`config.mk`:
```
export PLATFORM = sky130hd
export DESIGN_NAME = muldiv_ctrl_flat
export DESIGN_NICKNAME = d
export VERILOG_FILES = /design/src/rtl/muldiv_ctrl_if.sv /design/src/rtl/muldiv_ctrl.sv /design/src/flat_wrapper.sv
export SDC_FILE = /design/constraint.sdc
export NUM_CORES = 1
export LEC_CHECK = 0
export ABC_AREA = 1
export CAP_MARGIN = 20
export CORE_ASPECT_RATIO = 1.4
export CORE_MARGIN = 2
export CORE_UTILIZATION = 30
export DETAILED_ROUTE_END_ITERATION = 10
export GPL_TIMING_DRIVEN = 0
export PLACE_DENSITY = 0.67
export SYNTH_ARGS = -nofsm -noshare
export SYNTH_HDL_FRONTEND = slang
export SYNTH_SLANG_ARGS = --single-unit
```
`constraint.sdc`:
```
create_clock -name clk -period 2.2 [get_ports clk]
set_input_delay 0.66 -clock clk [delete_from_list [all_inputs] [get_ports clk]]
set_output_delay 0.66 -clock clk [all_outputs]
set_load 0.02 [all_outputs]
```
`src/rtl/muldiv_ctrl_if.sv`:
```
// EX-side request/response bundle for the HI/LO multiply/divide sequencer.
// master = EX stage, slave = muldiv_ctrl.
interface muldiv_ctrl_if #(
  parameter int unsigned WIDTH = 32
);
  logic             req_valid;
  logic [2:0]       req_op;
  logic [WIDTH-1:0] req_a;
  logic [WIDTH-1:0] req_b;
  logic             req_ready;
  logic             stall;
  logic             rd_valid;
  logic [WIDTH-1:0] rd_data;

  modport master (
    output req_valid, req_op, req_a, req_b,
    input  req_ready, stall, rd_valid, rd_data
  );

  modport slave (
    input  req_valid, req_op, req_a, req_b,
    output req_ready, stall, rd_valid, rd_data
  );
endinterface

```
`src/rtl/muldiv_ctrl.sv`:
```
// HI/LO owner and launch/complete sequencer for the iterative mul/div engine, with watchdog.
// Optional feature: define MULDIV_DIVZERO_EN to resolve divide-by-zero locally without launching.
module muldiv_ctrl #(
  parameter int unsigned WIDTH   = 32,
  parameter int unsigned TIMEOUT = 64
) (
  input  logic               clk,
  input  logic               rst_n,
  muldiv_ctrl_if.slave       ex,
  output logic               eng_start,
  output logic [1:0]         eng_op,
  output logic [WIDTH-1:0]   eng_a,
  output logic [WIDTH-1:0]   eng_b,
  input  logic               eng_busy,
  input  logic [2*WIDTH-1:0] eng_out,
  output logic [WIDTH-1:0]   hi,
  output logic [WIDTH-1:0]   lo,
  output logic               timeout_err,
  output logic               div_zero
);

  localparam int unsigned CW = $clog2(TIMEOUT + 1);
  localparam logic [CW-1:0] CNT_LAST = CW'(TIMEOUT - 1);

  typedef enum logic [1:0] {IDLE, LAUNCH, RUN} state_e;
  typedef enum logic [2:0] {
    OP_MULT, OP_MULTU, OP_DIV, OP_DIVU, OP_MFHI, OP_MFLO, OP_MTHI, OP_MTLO
  } op_e;

  state_e           state_q, state_d;
  logic [CW-1:0]    cnt_q, cnt_d;
  logic [WIDTH-1:0] hi_q, hi_d, lo_q, lo_d;
  logic [WIDTH-1:0] eng_a_q, eng_a_d, eng_b_q, eng_b_d;
  logic [1:0]       eng_op_q, eng_op_d;
  logic             eng_start_q, eng_start_d;
  logic             rd_valid_q, rd_valid_d;
  logic [WIDTH-1:0] rd_data_q, rd_data_d;
  logic             timeout_q, timeout_d;
  logic             div_zero_q, div_zero_d;
  logic             accept;
  logic             dz_hit;
  op_e              op;

  assign op     = op_e'(ex.req_op);
  assign accept = ex.req_valid && (state_q == IDLE);

`ifdef MULDIV_DIVZERO_EN
  assign dz_hit = ex.req_op[1] && (ex.req_b == '0);
`else
  assign dz_hit = 1'b0;
`endif

  always_comb begin
    state_d    = state_q;
    cnt_d      = cnt_q;
    hi_d       = hi_q;
    lo_d       = lo_q;
    eng_a_d    = eng_a_q;
    eng_b_d    = eng_b_q;
    eng_op_d   = eng_op_q;
    rd_valid_d = 1'b0;
    rd_data_d  = rd_data_q;
    timeout_d  = 1'b0;
    div_zero_d = 1'b0;

    case (state_q)
      IDLE: begin
        if (accept) begin
          case (op)
            OP_MULT, OP_MULTU, OP_DIV, OP_DIVU: begin
              if (dz_hit) begin
                hi_d       = ex.req_a;
                lo_d       = '1;
                div_zero_d = 1'b1;
              end else begin
                eng_a_d  = ex.req_a;
                eng_b_d  = ex.req_b;
                eng_op_d = {ex.req_op[1], ~ex.req_op[0]};
                cnt_d    = '0;
                state_d  = LAUNCH;
              end
            end
            OP_MFHI: begin
              rd_valid_d = 1'b1;
              rd_data_d  = hi_q;
            end
            OP_MFLO: begin
              rd_valid_d = 1'b1;
              rd_data_d  = lo_q;
            end
            OP_MTHI: hi_d = ex.req_a;
            OP_MTLO: lo_d = ex.req_a;
            default: ;
          endcase
        end
      end
      LAUNCH: begin
        cnt_d = cnt_q + CW'(1);
        // Completion is only possible from RUN, so the watchdog outranks busy here.
        if (cnt_q == CNT_LAST) begin
          timeout_d = 1'b1;
          state_d   = IDLE;
        end else if (eng_busy) begin
          state_d = RUN;
        end
      end
      RUN: begin
        cnt_d = cnt_q + CW'(1);
        if (!eng_busy) begin
          {hi_d, lo_d} = eng_out;
          state_d      = IDLE;
        end else if (cnt_q == CNT_LAST) begin
          timeout_d = 1'b1;
          state_d   = IDLE;
        end
      end
      default: state_d = IDLE;
    endcase

    eng_start_d = (state_d == LAUNCH);
  end

  always_ff @(posedge clk or negedge rst_n) begin
    if (!rst_n) begin
      state_q     <= IDLE;
      cnt_q       <= '0;
      hi_q        <= '0;
      lo_q        <= '0;
      eng_a_q     <= '0;
      eng_b_q     <= '0;
      eng_op_q    <= '0;
      eng_start_q <= 1'b0;
      rd_valid_q  <= 1'b0;
      rd_data_q   <= '0;
      timeout_q   <= 1'b0;
      div_zero_q  <= 1'b0;
    end else begin
      state_q     <= state_d;
      cnt_q       <= cnt_d;
      hi_q        <= hi_d;
      lo_q        <= lo_d;
      eng_a_q     <= eng_a_d;
      eng_b_q     <= eng_b_d;
      eng_op_q    <= eng_op_d;
      eng_start_q <= eng_start_d;
      rd_valid_q  <= rd_valid_d;
      rd_data_q   <= rd_data_d;
      timeout_q   <= timeout_d;
      div_zero_q  <= div_zero_d;
    end
  end

  assign ex.req_ready = (state_q == IDLE);
  assign ex.stall     = ex.req_valid && (state_q != IDLE);
  assign ex.rd_valid  = rd_valid_q;
  assign ex.rd_data   = rd_data_q;
  assign eng_start    = eng_start_q;
  assign eng_op       = eng_op_q;
  assign eng_a        = eng_a_q;
  assign eng_b        = eng_b_q;
  assign hi           = hi_q;
  assign lo           = lo_q;
  assign timeout_err  = timeout_q;
  assign div_zero     = div_zero_q;

endmodule

```
`src/flat_wrapper.sv`:
```
// flat-port wrapper written by rule: the top's interface ports become plain ports
module muldiv_ctrl_flat 
#(
  parameter int unsigned WIDTH   = 32,
  parameter int unsigned TIMEOUT = 64
)
  (clk, rst_n, eng_start, eng_op, eng_a, eng_b, eng_busy, eng_out, hi, lo, timeout_err, div_zero, ex_req_valid, ex_req_op, ex_req_a, ex_req_b, ex_req_ready, ex_stall, ex_rd_valid, ex_rd_data);
  muldiv_ctrl_if #(.WIDTH(WIDTH)) ex_i ();
  input  logic clk;
  input  logic rst_n;
  output logic eng_start;
  output logic [1:0] eng_op;
  output logic [WIDTH-1:0] eng_a;
  output logic [WIDTH-1:0] eng_b;
  input  logic eng_busy;
  input  logic [2*WIDTH-1:0] eng_out;
  output logic [WIDTH-1:0] hi;
  output logic [WIDTH-1:0] lo;
  output logic timeout_err;
  output logic div_zero;
  input wire logic [$bits(ex_i.req_valid)-1:0] ex_req_valid;
  input wire logic [$bits(ex_i.req_op)-1:0] ex_req_op;
  input wire logic [$bits(ex_i.req_a)-1:0] ex_req_a;
  input wire logic [$bits(ex_i.req_b)-1:0] ex_req_b;
  output wire logic [$bits(ex_i.req_ready)-1:0] ex_req_ready;
  output wire logic [$bits(ex_i.stall)-1:0] ex_stall;
  output wire logic [$bits(ex_i.rd_valid)-1:0] ex_rd_valid;
  output wire logic [$bits(ex_i.rd_data)-1:0] ex_rd_data;
  assign ex_i.req_valid = ex_req_valid;
  assign ex_i.req_op = ex_req_op;
  assign ex_i.req_a = ex_req_a;
  assign ex_i.req_b = ex_req_b;
  assign ex_req_ready = ex_i.req_ready;
  assign ex_stall = ex_i.stall;
  assign ex_rd_valid = ex_i.rd_valid;
  assign ex_rd_data = ex_i.rd_data;
  muldiv_ctrl #(.WIDTH(WIDTH), .TIMEOUT(TIMEOUT)) u_core (.clk(clk), .rst_n(rst_n), .ex(ex_i), .eng_start(eng_start), .eng_op(eng_op), .eng_a(eng_a), .eng_b(eng_b), .eng_busy(eng_busy), .eng_out(eng_out), .hi(hi), .lo(lo), .timeout_err(timeout_err), .div_zero(div_zero));
endmodule
```
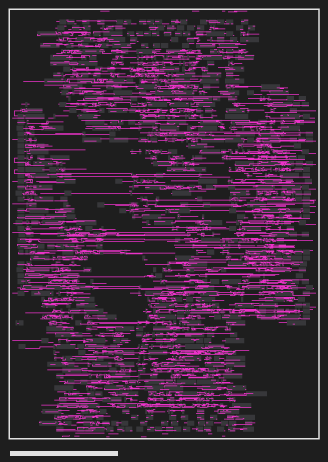
Fig. 1. Metal 1 (run 1).
The bar under the picture is 50 µm long. Cells faint in the background.
longest straight run: 65.3 µm
wire length on this layer: 11200 µm
share of all routed wire: 39%
routed via count: 7701
GR Util met1: 23.38%
final WL: 28530 µm

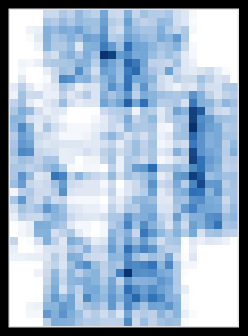
Fig. 2. Wiring heat map (run 1).
28 x 39 tiles, from white (low) to dark blue (high), scaled to the fullest tile. Values are wire area over tile area, all layers added.
fullest tile: 0.56
mean over tiles: 0.16
nearly empty tiles: 16%
emptiest ninth of the die: lower right
Routed WL per cell: 16.88 µm
GR Util All Layers: 20.40%

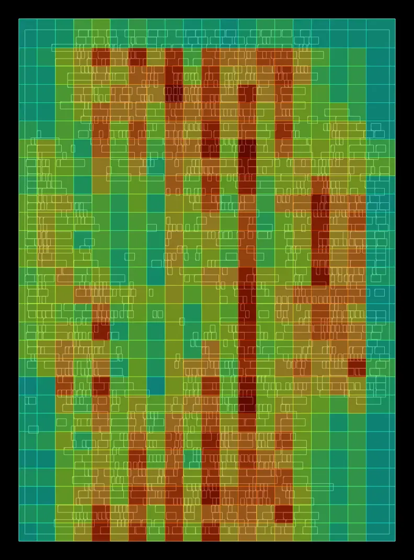
Fig. 3. Track usage over the die (run 1).
GRT met2 Usage: 36.38%
GRT busiest layer: met2
fin util: 46.07%
routing usage on met3: 4.048%

==> impl_metrics.tcl, run 1 <==
# metrics dict for downstream scripts
set metrics [dict create \
    status "finished, final reports clean" \
    pre_cts_ws_ns -0.4327 \
    place_inst 1657 \
    setup_tns_ns 0 \
    wl_met1_um 11220 \
    clkPwrFrac_pct 17.6 \
    crit_start "u_core.hi[12]$_DFFE_PN0P_" \
    die_h_um 197.3 \
    fin_skew_ns 0.009227 \
    endpoint_kind "output port" \
    cts_buffers 17 \
    cts.clk_slew.worst_paths_ns 0.07 \
    path_depth 1 \
    cp_max_fo 3 \
    cts_setup_buffers 0 \
    rsz0062_at_grt "no" \
    power-per-cell-area_mw_per_mm2 1448 \
    layout_top_cells "nand2_1 (541), clkdlybuf4s50_1 (294), dfrtp_1 (173), inv_1 (75), o21ai_0 (68)" \
    nClkBuffers 17 \
    inverters 82 \
    wl_met3_um 1487 \
    p_comb_share_pct 49.9 \
    power.group.top "combinational logic" \
    stdcell_area_mm2 0.01206 \
    synth_cells 1031 \
    top_area_cell_class "registers" \
    pg_clk_w 0.00307 \
    tightest_slew_ns 0.6557 \
    syn_nets 1171 \
    hold_violations 0 \
    edf_count 0 \
    slew_headroom_pct 56.29 \
    yosys.area.top_type "dfrtp_1" \
    setup_violations 0 \
    coreArea_mm2 0.02619 \
    cts_tree "built" \
    ir_drop_uv 666.6 \
    p_switching_w 0.007332 \
    layout.cells.non_filler 1690 \
    htreeDepth 4 \
    clock.latency.late_pin_ns 0.44 \
    grt_overflow 0 \
    place_area_mm2 0.01145 \
    path_delay_family "buffers and inverters" \
    reg2reg_to "u_core.ex.rd_data[21]$_DFFE_PN0P_" \
    drive_gt1_share_pct 6.520 \
    grt_max_degree 117 \
    rows 70 \
    hp-class "input pin to asynchronous set/reset pin" \
    drt-initial-drc-count 337 \
    cap_violations 0 \
    ff_type "dfrtp_1" \
    ys_seq_share_pct 54.40 \
    critical_path.cell_chain "clkdlybuf4s50_1" \
    wl_met2_um 14710 \
    regArea_mm2 0.004355 \
    portBuffers 301 \
    p_int_w 0.01013 \
    ys_cells 1031 \
    tapCellCount 324 \
    ys_ff 174 \
    leakage_nw 6.011 \
    syn_to_final_growth_pct 50.73 \
    fmax_ghz 0.4642 \
    layout_setup_ws_ns 0.04557 \
    final_nets 1493 \
    initCoreUtil_pct 30.56 \
    rr_startpoint "u_core.state_q[0]$_DFF_PN0_" \
    synth.most_common_cell "nand2_1" \
    io-pin-count 303 \
    synth_cell_types 25 \
    comb-power_w 0.00871 \
    synth_warnings 0 \
    avgSynthCellArea_um2 7.763 \
    fill_cells 2610 \
    cts_resized 10 \
]
## run 1: logic make-up after synthesis
| logic type | after synthesis | synth area share (%) |
|---|---|---|
| and+or+nand+nor | 602 | 29.29 |
| buffers and inverters | 139 | 7.801 |
| other | 1 | 0.04685 |
| adders and majority gates | 5 | 0.7816 |
| AOI/OAI and AO/OA | 110 | 7.675 |
| DFF | 174 | 54.40 |
## run 1: sequential cells by signal (all words and copies together), names as in the netlist
signal              cells
u_core.cnt_q            7
u_core.ex.rd_valid      1
u_core.lo              32
u_core.hi              32
u_core.timeout_err      1
u_core.state_q          2
u_core.ex.rd_data      32
u_core.eng_op           2
u_core.eng_b           32
u_core.eng_a           32
u_core.eng_start        1
==> run 2: changes to the inputs <==
--- a/config.mk
+++ b/config.mk
@@ -7,12 +7,15 @@
 export LEC_CHECK = 0
 export ABC_AREA = 1
 export CAP_MARGIN = 20
+export CELL_PAD_IN_SITES_DETAIL_PLACEMENT = 1
+export CELL_PAD_IN_SITES_GLOBAL_PLACEMENT = 2
 export CORE_ASPECT_RATIO = 1.4
 export CORE_MARGIN = 2
-export CORE_UTILIZATION = 30
+export CORE_UTILIZATION = 24
+export CTS_CLUSTER_DIAMETER = 60
 export DETAILED_ROUTE_END_ITERATION = 10
 export GPL_TIMING_DRIVEN = 0
-export PLACE_DENSITY = 0.67
+export PLACE_DENSITY = 0.89
 export SYNTH_ARGS = -nofsm -noshare
 export SYNTH_HDL_FRONTEND = slang
 export SYNTH_SLANG_ARGS = --single-unit
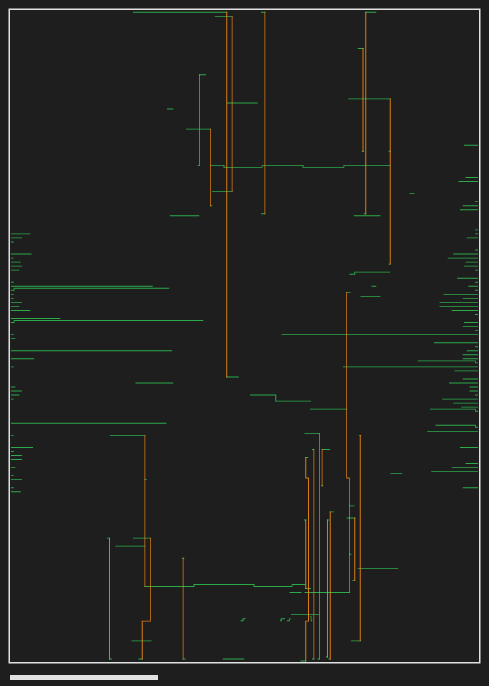
Fig. 4. Signal wires by layer (run 2).
The bar under the picture is 50 µm long. Two of the layers only.
legend:
  M3:
    colour: green
    wire_length: 1220 µm
  M4:
    colour: orange
    wire_length: 1180 µm
routed via count: 7920
Routed WL per cell: 18.35 µm
GR Util All Layers: 19.58%

==> run 2 against run 1 <==
Against the previous run:
- utilization shrank 8.9 points
- worst hold slack gained 0.083 ns
- non-clock buffer count grew 1
- final area grew 1.8%
- critical path depth is the same
- sequential power is essentially flat
- first-iteration DRC count shrank 32%
- via count grew 2.8%
- critical path type unchanged
==> impl_metrics.tcl, run 2 <==
# metrics dict for downstream scripts
set metrics [dict create \
    cap_violations 0 \
    comb-power_w 0.00889 \
    cp_max_fo 3 \
    edf_count 0 \
    crit_start "u_core.hi[31]$_DFFE_PN0P_" \
    fmax_ghz 0.4628 \
    status "finished, final reports clean" \
    worstPathRequired_ns 1.54 \
    fin_skew_ns 0.01056 \
    rsz0062_at_grt "no" \
    rr_startpoint "u_core.state_q[1]$_DFF_PN0_" \
    top_area_cell_class "registers" \
    critical_path.cell_chain "clkdlybuf4s50_1" \
    p_comb_share_pct 49.9 \
    lay_top_count "nand2_1" \
    cts_tree "built" \
    layout_top_cells "nand2_1 (541), clkdlybuf4s50_1 (279), dfrtp_1 (174), inv_1 (76), o21ai_0 (68)" \
    place_inst 1778 \
    htreeDepth 4 \
    tapCellCount 445 \
    endpoint_kind "output port" \
    syn_nets 1171 \
    grt_max_degree 99 \
    seq-power_w 0.00570 \
    setup.worst_path.end "hi[31]" \
    hold_violations 0 \
    stdcell_area_mm2 0.01228 \
    reg2reg_to "u_core.hi[27]$_DFFE_PN0P_" \
    drive_gt1_share_pct 6.442 \
    setup_tns_ns 0 \
    place_area_mm2 0.01161 \
    synth.most_common_cell "nand2_1" \
    yosys.area.top_type "dfrtp_1" \
    syn_to_final_growth_pct 53.46 \
    tightest_slew_ns 0.8283 \
    globalRouteMet2Util_pct 36.07 \
    synth_warnings 0 \
    fin_util_pct 37.21 \
    pre_cts_ws_ns -0.4548 \
    path_depth 1 \
    pg_clk_w 0.00324 \
    layout.cells.non_filler 1818 \
    top_usage_layer "met2" \
    coreArea_mm2 0.03301 \
    synth_cells 1031 \
    setup_violations 0 \
    drt-initial-drc-count 228 \
    fill_cells 4009 \
    hp-class "input pin to asynchronous set/reset pin" \
    grt_overflow 0 \
    final_nets 1494 \
    p_switching_w 0.007538 \
    async_reset_ff_share_pct 100.0 \
    ys_seq_share_pct 54.40 \
    io-pin-count 303 \
    ys_cells 1031 \
    nClkBuffers 22 \
    leakage_nw 6.172 \
    critPathSlowestCell "clkdlybuf4s50_1" \
    clock.latency.late_pin_ns 0.46 \
    cts_buffers 17 \
    power-per-cell-area_mw_per_mm2 1452 \
    inverters 82 \
    rows 79 \
    portBuffers 301 \
    p_int_w 0.01029 \
    slew_headroom_pct 44.78 \
    die_h_um 220.1 \
    layout_setup_ws_ns 0.03917 \
    ff_type "dfrtp_1" \
    synth_cell_types 25 \
    regArea_mm2 0.004354 \
    avgSynthCellArea_um2 7.763 \
    comb-cell-share_pct 24.73 \
    path_delay_family "buffers and inverters" \
    ir_drop_uv 464.8 \
    globalRouteMet3Util_pct 3.697 \
    cts.clk_slew.worst_paths_ns 0.06 \
]
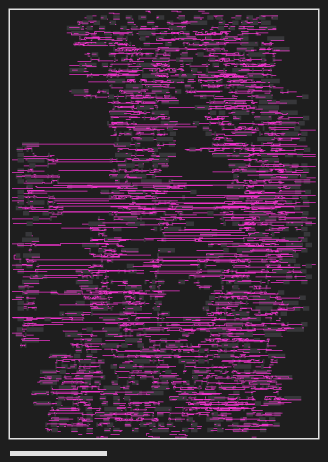
Fig. 5. Metal 1 (run 2).
The bar under the picture is 50 µm long. Cells faint in the background.
longest straight run: 83.7 µm
share of all routed wire: 38%
final WL: 33360 µm
GR Util met1: 21.45%

[run 2: cells by family after synthesis]
logic type               after synthesis  share of synthesized area (%)
other                                  1                        0.04685
buffers and inverters                139                          7.801
adder cells (fa/ha/maj)                5                         0.7816
flip-flops                           174                          54.40
AND-OR/OR-AND                        110                          7.675
AND/OR/NAND/NOR                      602                          29.29
[run 2: routing by layer]
metal  up-vias  wire length, µm
li1       3833                -
met1      3851            12840
met2       184            18130
met3        52             1222
met4         0             1175
met5         -                0
[run 2: what timing repair did]
| action | CTS | global route |
|---|---|---|
| buffers inserted | 2 | 0 |
| endpoints found under the setup margin | 9 | 19 |
| gates cloned | 0 | 0 |
| gates resized | 17 | 18 |
==> run 3: changes to the inputs <==
--- a/config.mk
+++ b/config.mk
@@ -12,7 +12,6 @@
 export CORE_ASPECT_RATIO = 1.4
 export CORE_MARGIN = 2
 export CORE_UTILIZATION = 24
-export CTS_CLUSTER_DIAMETER = 60
 export DETAILED_ROUTE_END_ITERATION = 10
 export GPL_TIMING_DRIVEN = 0
 export PLACE_DENSITY = 0.89
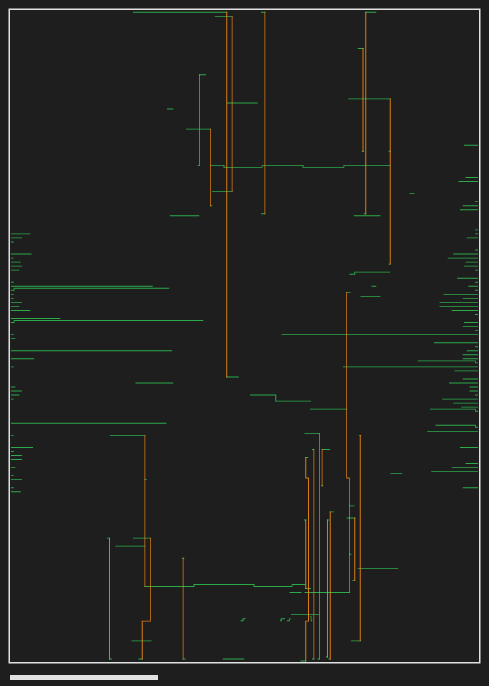
Fig. 6. Signal wires by layer (run 3).
The bar under the picture is 50 µm long. Two of the layers only.

==> run 3 against run 2 <==
Against the previous run:
- fmax is the same
- die size unchanged
- critical path depth stayed put
- first-iteration DRC count is the same
- clock-buffer cell count unchanged
- sequential share of layout area is the same
- worst hold slack unchanged
- area after synthesis did not move
- via count is the same
- critical path type unchanged
- largest power group unchanged
==> impl_metrics.tcl, run 3 <==
# metrics dict for downstream scripts
set metrics [dict create \
    status "finished, final reports clean" \
    coreArea_mm2 0.03301 \
    path_delay_family "buffers and inverters" \
    slew_headroom_pct 44.78 \
    topCellsByArea "dfrtp_1 (54%), nand2_1 (25%), o21ai_0 (4.3%)" \
    slew_viol_final 0 \
    vias 7920 \
    reg2reg_to "u_core.hi[27]$_DFFE_PN0P_" \
    synth_cell_types 25 \
    io-pin-count 303 \
    path_buffers 1 \
    hp-class "input pin to asynchronous set/reset pin" \
    drt-initial-drc-count 228 \
    p_switching_w 0.007538 \
    switching_share_pct 42.28 \
    power-per-cell-area_mw_per_mm2 1452 \
    stdcell_area_mm2 0.01228 \
    htreeDepth 4 \
    ir_drop_uv 464.8 \
    layout_setup_ws_ns 0.03917 \
    synth_area_mm2 0.008004 \
    rr_startpoint "u_core.state_q[1]$_DFF_PN0_" \
    ys_ff 174 \
    portBuffers 301 \
    grtUsageTotal_pct 19.58 \
    setup_tns_ns 0 \
    drive_gt1_share_pct 6.442 \
    muxShareOfSynthArea_pct 0 \
    wl_met2_um 18130 \
    dp_hpwl_um 25810 \
    ys_sh_simple_pct 29.29 \
    r2r_cells 8 \
    cts.sink_count 174 \
    clkPwrFrac_pct 18.2 \
    grt_pass1_wl_um 50310 \
    final_nets 1494 \
    finalCritPeriodShare_pct 98.22 \
    p_int_w 0.01029 \
    comb-power_w 0.00889 \
    top_layer_used "met4" \
    synth_warnings 0 \
    leakage_nw 6.172 \
    ys_sh_aoi_pct 7.675 \
    warnings 29 \
    ys_cells 1031 \
    yosys.area.top_type "dfrtp_1" \
    crit_path_max_incr_delay_ns 0.67 \
    top_area_share_pct 54.40 \
    ys_area_mm2 0.008004 \
    routed_via_density 4.356 \
    drc 0 \
    pwr-share-seq_pct 32.0 \
    pg_clk_w 0.00324 \
    synthTopCellsByCount "nand2_1 (541), dfrtp_1 (174), inv_1 (77)" \
    die_w_um 158.3 \
    setup_violations 0 \
    place_area_mm2 0.01161 \
    pre_cts_ws_ns -0.4548 \
    layout_top_cells "nand2_1 (541), clkdlybuf4s50_1 (279), dfrtp_1 (174), inv_1 (76), o21ai_0 (68)" \
    initCoreUtil_pct 24.24 \
    fmax_ghz 0.4628 \
    cts_tree "built" \
    setup.worst_path.class "register to output port" \
    dieArea_mm2 0.03485 \
    wl_met3_um 1222 \
    critical_path.cell_chain "clkdlybuf4s50_1" \
    setup.worst_path.end "hi[31]" \
    path_depth 1 \
    power.group.top "combinational logic" \
    worstPathRequired_ns 1.54 \
    avgSynthCellArea_um2 7.763 \
    async_reset_ff_share_pct 100.0 \
    layout.cells.non_filler 1818 \
    clock.latency.late_pin_ns 0.46 \
    cap_violations 0 \
    fin_util_pct 37.21 \
    synth_cells 1031 \
    clock_path_buffers 2 \
    critPathSlowestCell "clkdlybuf4s50_1" \
    fin_skew_ns 0.01056 \
    cts_hold_buffers 0 \
    timing.final.crit_period_ns 2.161 \
    syn_nets 1171 \
    cts.clk_slew.worst_paths_ns 0.06 \
    syn_to_final_growth_pct 53.46 \
    seq-power_w 0.00570 \
    rows 79 \
    r2r_slack_ns 0.20 \
    crit_start "u_core.hi[31]$_DFFE_PN0P_" \
    cts_setup_buffers 2 \
    wl_met1_um 12840 \
    antenna_found_initial 7 \
    crit_arrival_ns 1.50 \
    edf_count 0 \
    rsz0062_at_grt "no" \
    endpoint_kind "output port" \
    routedWlPerCell_um 18.35 \
    cts_resized 17 \
    grt_max_degree 99 \
    wl_um 33360 \
    worstSetupStartpointType "register" \
    tightest_slew_ns 0.8283 \
    gp_congestion 0.8396 \
    cp_max_fo 3 \
    synth-xor-area-share_pct 0 \
    synthTopLogicFamily "simple AND/OR/NAND/NOR gates" \
    grt_overflow 0 \
    p_comb_share_pct 49.9 \
    hold_ws_ns 0.2242 \
    die_h_um 220.1 \
    ys_seq_share_pct 54.40 \
    cts_buffers 17 \
    antenna_left 0 \
    ff_type "dfrtp_1" \
    clock-root-buffer "clkbuf_16" \
    drt_pass1_iterations 4 \
    synth.most_common_cell "nand2_1" \
    lay_top_count "nand2_1" \
    fin_total_pwr_w 0.01783 \
    grt_pass1_vias 8464 \
    fa_ha_area_share_pct 0.7816 \
    hold_violations 0 \
    place_inst 1778 \
]
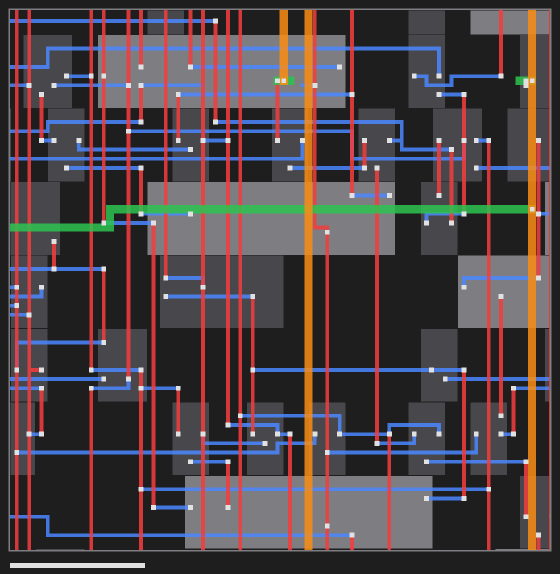
Fig. 7. A small window of the routed layout (run 3).
The bar under the picture is 5 µm long. Region (109, 155) to (129, 175) µm. Cells in grey, sequential cells in the stronger grey; small squares are vias.
legend:
  M4:
    colour: orange
  M1:
    colour: blue
  M2:
    colour: red
  M3:
    colour: green
cells with their middle in the window: 24
sequential cells in the window: 3
most frequent: nand2_1 (15), nand3_1 (3), dfrtp_1 (3)
netlist names of flops here include: u_core.hi (3)

## run 3: cell counts in the layout (fill, tap and decap cells not counted)
No cell type changed its count.
## run 3: cell families after synthesis
kind of cell / after synthesis
flip-flops: 174
other: 1
adder cells (fa/ha/maj): 5
buffers and inverters: 139
AND/OR/NAND/NOR: 602
AND-OR/OR-AND: 110
## run 3: area by class of cell
type,instances,area [µm²]
clock buffer,22,474.2
inverter,82,307.8
buffer,57,322.8
fill,4009,20730
clock inverter,9,133.9
timing repair buffer,304,3078
antenna,7,17.52
sequential,174,4354
tap,445,556.8
multi-input combinational,718,3038
## run 3: layer usage
layer  global-route usage, %  vias to the layer above
li1                        -                     3833
met1                   21.45                     3851
met5                       0                        -
met2                   36.07                      184
met3                   3.697                       52
met4                   9.099                        0
Power and IR drop assume default switching activity.
